### src/rtl/sr_pulse_gen.sv
// Debounces raw set/clear requests and turns debounced rising edges into mutually exclusive
// one-cycle s/r pulses for a downstream SR flop. Define SR_PULSE_GEN_SYNC_EN for 2-flop input synchronizers.
module sr_pulse_gen #(
   parameter int DB_CYCLES = 4
) (
   input  logic clk,
   input  logic rst,
   input  logic set_req,
   input  logic clr_req,
   output logic s,
   output logic r,
   output logic set_lvl,
   output logic clr_lvl,
   output logic conflict
);

   localparam int            CW      = $clog2(DB_CYCLES + 1);
   localparam logic [CW-1:0] CNT_MAX = CW'(DB_CYCLES - 1);

   logic [1:0] raw;
   logic [1:0] lvl;
   logic [1:0] rise;
   logic       s_reg;
   logic       r_reg;
   logic       conflict_reg;

   // Channel 0 is set, channel 1 is clear.
   assign raw = {clr_req, set_req};

   generate
      for (genvar gi = 0; gi < 2; gi++) begin : g_chan
         logic          samp_in;
         logic          samp_reg;
         logic [CW-1:0] cnt_reg;
         logic          stable_reg;
         logic          stable_d_reg;

`ifdef SR_PULSE_GEN_SYNC_EN
         logic [1:0] sync_reg;

         always_ff @(posedge clk) begin
            if (rst) begin
               sync_reg <= '0;
            end else begin
               sync_reg <= {sync_reg[0], raw[gi]};
            end
         end

         assign samp_in = sync_reg[1];
`else
         assign samp_in = raw[gi];
`endif

         // Any sample matching the accepted level restarts the count, so only an
         // unbroken run of DB_CYCLES differing samples changes the level.
         always_ff @(posedge clk) begin
            if (rst) begin
               samp_reg     <= 1'b0;
               cnt_reg      <= '0;
               stable_reg   <= 1'b0;
               stable_d_reg <= 1'b0;
            end else begin
               samp_reg     <= samp_in;
               stable_d_reg <= stable_reg;
               if (samp_reg != stable_reg) begin
                  if (cnt_reg == CNT_MAX) begin
                     stable_reg <= samp_reg;
                     cnt_reg    <= '0;
                  end else begin
                     cnt_reg <= cnt_reg + 1'b1;
                  end
               end else begin
                  cnt_reg <= '0;
               end
            end
         end

         assign lvl[gi]  = stable_reg;
         assign rise[gi] = stable_reg & ~stable_d_reg;
      end
   endgenerate

   // Same-cycle rises cancel each other so the flop never sees s and r together.
   always_ff @(posedge clk) begin
      if (rst) begin
         s_reg        <= 1'b0;
         r_reg        <= 1'b0;
         conflict_reg <= 1'b0;
      end else begin
         s_reg        <= rise[0] & ~rise[1];
         r_reg        <= rise[1] & ~rise[0];
         conflict_reg <= rise[0] & rise[1];
      end
   end

   assign s        = s_reg;
   assign r        = r_reg;
   assign conflict = conflict_reg;
   assign set_lvl  = lvl[0];
   assign clr_lvl  = lvl[1];

endmodule
### config.mk
export PLATFORM = sky130hd
export DESIGN_NAME = sr_pulse_gen
export DESIGN_NICKNAME = d
export VERILOG_FILES = /design/src/rtl/sr_pulse_gen.sv
export SDC_FILE = /design/constraint.sdc
export NUM_CORES = 1
export LEC_CHECK = 0
export ABC_AREA = 1
export CAP_MARGIN = 20
export CORE_MARGIN = 5
export CORE_UTILIZATION = 44
export DETAILED_ROUTE_END_ITERATION = 10
export PLACE_DENSITY_LB_ADDON = 0.12
export SLEW_MARGIN = 20
export SYNTH_ARGS = -nofsm -noshare
export SYNTH_HDL_FRONTEND = slang
export SYNTH_SLANG_ARGS = --single-unit
### constraint.sdc
create_clock -name clk -period 1.1 [get_ports clk]
set_clock_uncertainty 0.1 [all_clocks]
set_input_delay 0.22 -clock clk [delete_from_list [all_inputs] [get_ports clk]]
set_output_delay 0.22 -clock clk [all_outputs]
set_load 0.02 [all_outputs]
Signal wires on met1:
Bar = 10 um. Supply wires on this layer in gray.
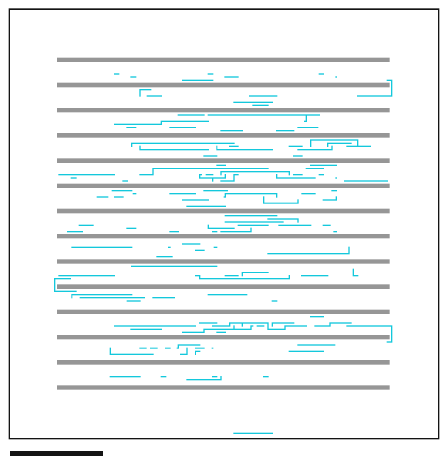
- nets with wire on the layer: 81
- wire length on this layer: 391 um
- share of all routed wire: 43%

Signal wires on met2:
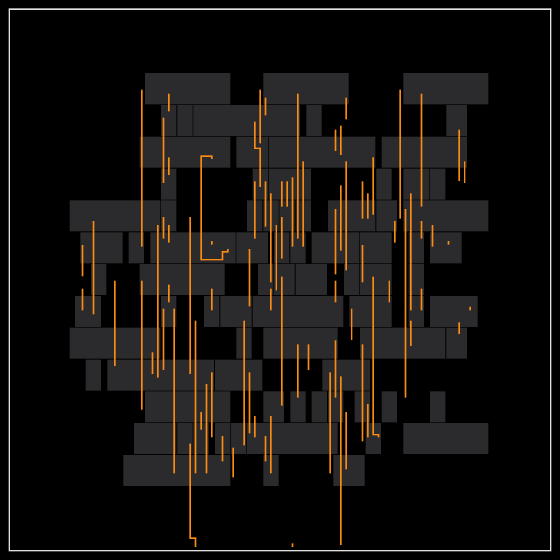
- nets with wire on the layer: 72
- longest straight run: 16.0 um
- main direction: vertical
- share of all routed wire: 48%

Signal wires on met3:
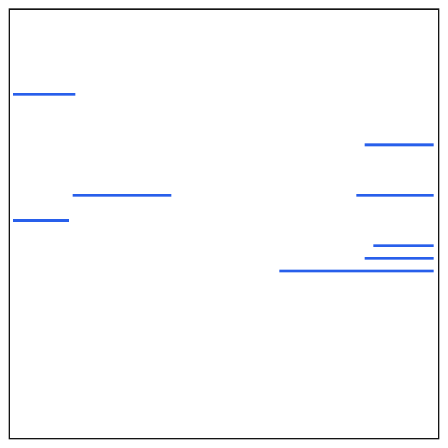
- main direction: horizontal
- longest straight run: 16.3 um
- share of all routed wire: 7.4%
- nets with wire on the layer: 7

Wire density map:
The die is cut into 9 by 9 equal tiles; dark blue is low, red is high, scaled to the fullest tile. Values are wire area over tile area, all layers added.
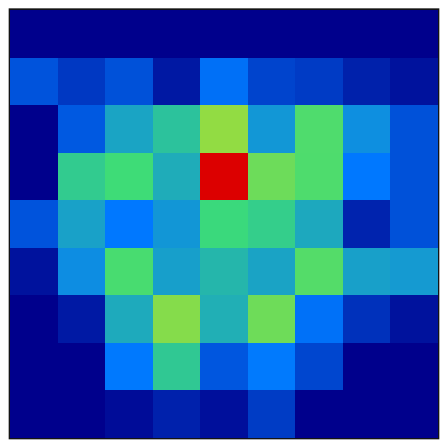
- emptiest ninth of the die: bottom right
- mean over tiles: 0.069
- densest ninth of the die: middle
- fullest tile: 0.32

==> qor.yml <==
path_cells: "ha_4, ha_4, nor2_4, nand3_2, nor2_1"
leakagePower_uw: 0.000337
setup_viol: 0
drv_slew: 0
cp_slowest_cell: "dfxtp_2"
clk_pin_slew_ns: 0.08
lay_top_cells: "inv_1, nor2_1, dfxtp_1"
crit_fanout: 3
r2r-start: "g_chan[1].cnt_reg[0]$_SDFF_PP0_"
p_total_uw: 907
grtUsageMet1_pct: 12.7
stdcell_count: 96
ys_cells: 66
largest_reg_flops: 6
grt.busiest_layer: "met2"
worstPathArrival_ns: 1.20
p_switching_uw: 187
max-vdd-ir-drop_v: 0.000713
die_area_um2: 2130
pg_seq_uw: 558
p_comb_share_pct: 5.6
port_buffers: 8
grtUsageMet3_pct: 2.73
slowest_delay_ns: 0.34
warnings: 28
cp_common_cell: "ha_4"
clockBufferDepth: 2
place_hpwl_um: 631
dp_slack_ns: -0.178
htree_levels: 1
fin_tns_setup_ns: 0
cpLargestDelayFamily: "flip-flops"
placedCellCount: 92
ys_types: 12
slew_headroom_pct: 89.3
ys_area_um2: 576
overflow: 0
pwr-share-clk_pct: 32.8
die_x_um: 46.2
fp.dieH_um: 46.2
critPathKind: "reg2reg"
drive_gt1_share_pct: 35.8
hp-class: "reg2reg"
comb-power_uw: 51.1
insertion_delay_ns: 0.27
first_pass_iters: 2
outcome: "finished clean"
whs_ns: 0.329
gp_congestion: 0.669
cts-root-buf: "clkbuf_4"
antenna_found_initial: 0
hold_violations: 0
## metal layers
metal | vias up | routed length [um] | part of all wire, %
met5 | - | 0 | 0
met4 | 0 | 10 | 1.1
met3 | 2 | 67 | 7.4
met2 | 7 | 436 | 48
met1 | 177 | 391 | 43
li1 | 223 | - | -
## area by class of cell
cell class                      instances  area, um^2
Fill cell                             114         493
Sequential cell                        15         307
Multi-Input combinational cell         34         264
Timing Repair Buffer                   12         100
Inverter                               16        60.1
Clock buffer                            4        26.3
Tap cell                               15        18.8
## logic make-up (layout without fill, tap and decap cells)
logic type	Yosys count	after routing	synth area share [%]
adder cells (fa/ha/maj)	4	4	8.70
AND/OR/NAND/NOR	28	28	25.0
flip-flops	15	15	52.2
buffers and inverters	17	32	12.4
AND-OR/OR-AND	2	2	1.74
## what timing repair did
item	in CTS	in global routing
endpoints found under the setup margin	13	11
pin swaps	9	3
setup buffers	0	0
hold buffers	0	0
resized	31	8
## synth_stat cells
library cell / instances / area share (%)
dfxtp_1: 15 / 52
inv_2: 1 / 0.65
nand2_1: 5 / 3.3
nand3_2: 2 / 3.5
nor2_1: 16 / 10
buf_6: 1 / 2.0
nand2_2: 1 / 1.1
inv_1: 15 / 9.8
ha_1: 4 / 8.7
nor3_1: 1 / 0.87
o21ai_0: 2 / 1.7
nor2_4: 3 / 5.9
## path summary, 6_finish.rpt
kind	slack (ns)	cells after the start	to
min	0.33	1	g_chan[0].cnt_reg[0]$_SDFF_PP0_
max	0.006	5	g_chan[1].cnt_reg[2]$_SDFF_PP0_
max reg2reg	0.006	5	g_chan[1].cnt_reg[2]$_SDFF_PP0_
min reg2reg	0.33	1	g_chan[0].cnt_reg[0]$_SDFF_PP0_
Power and IR drop assume default switching activity.
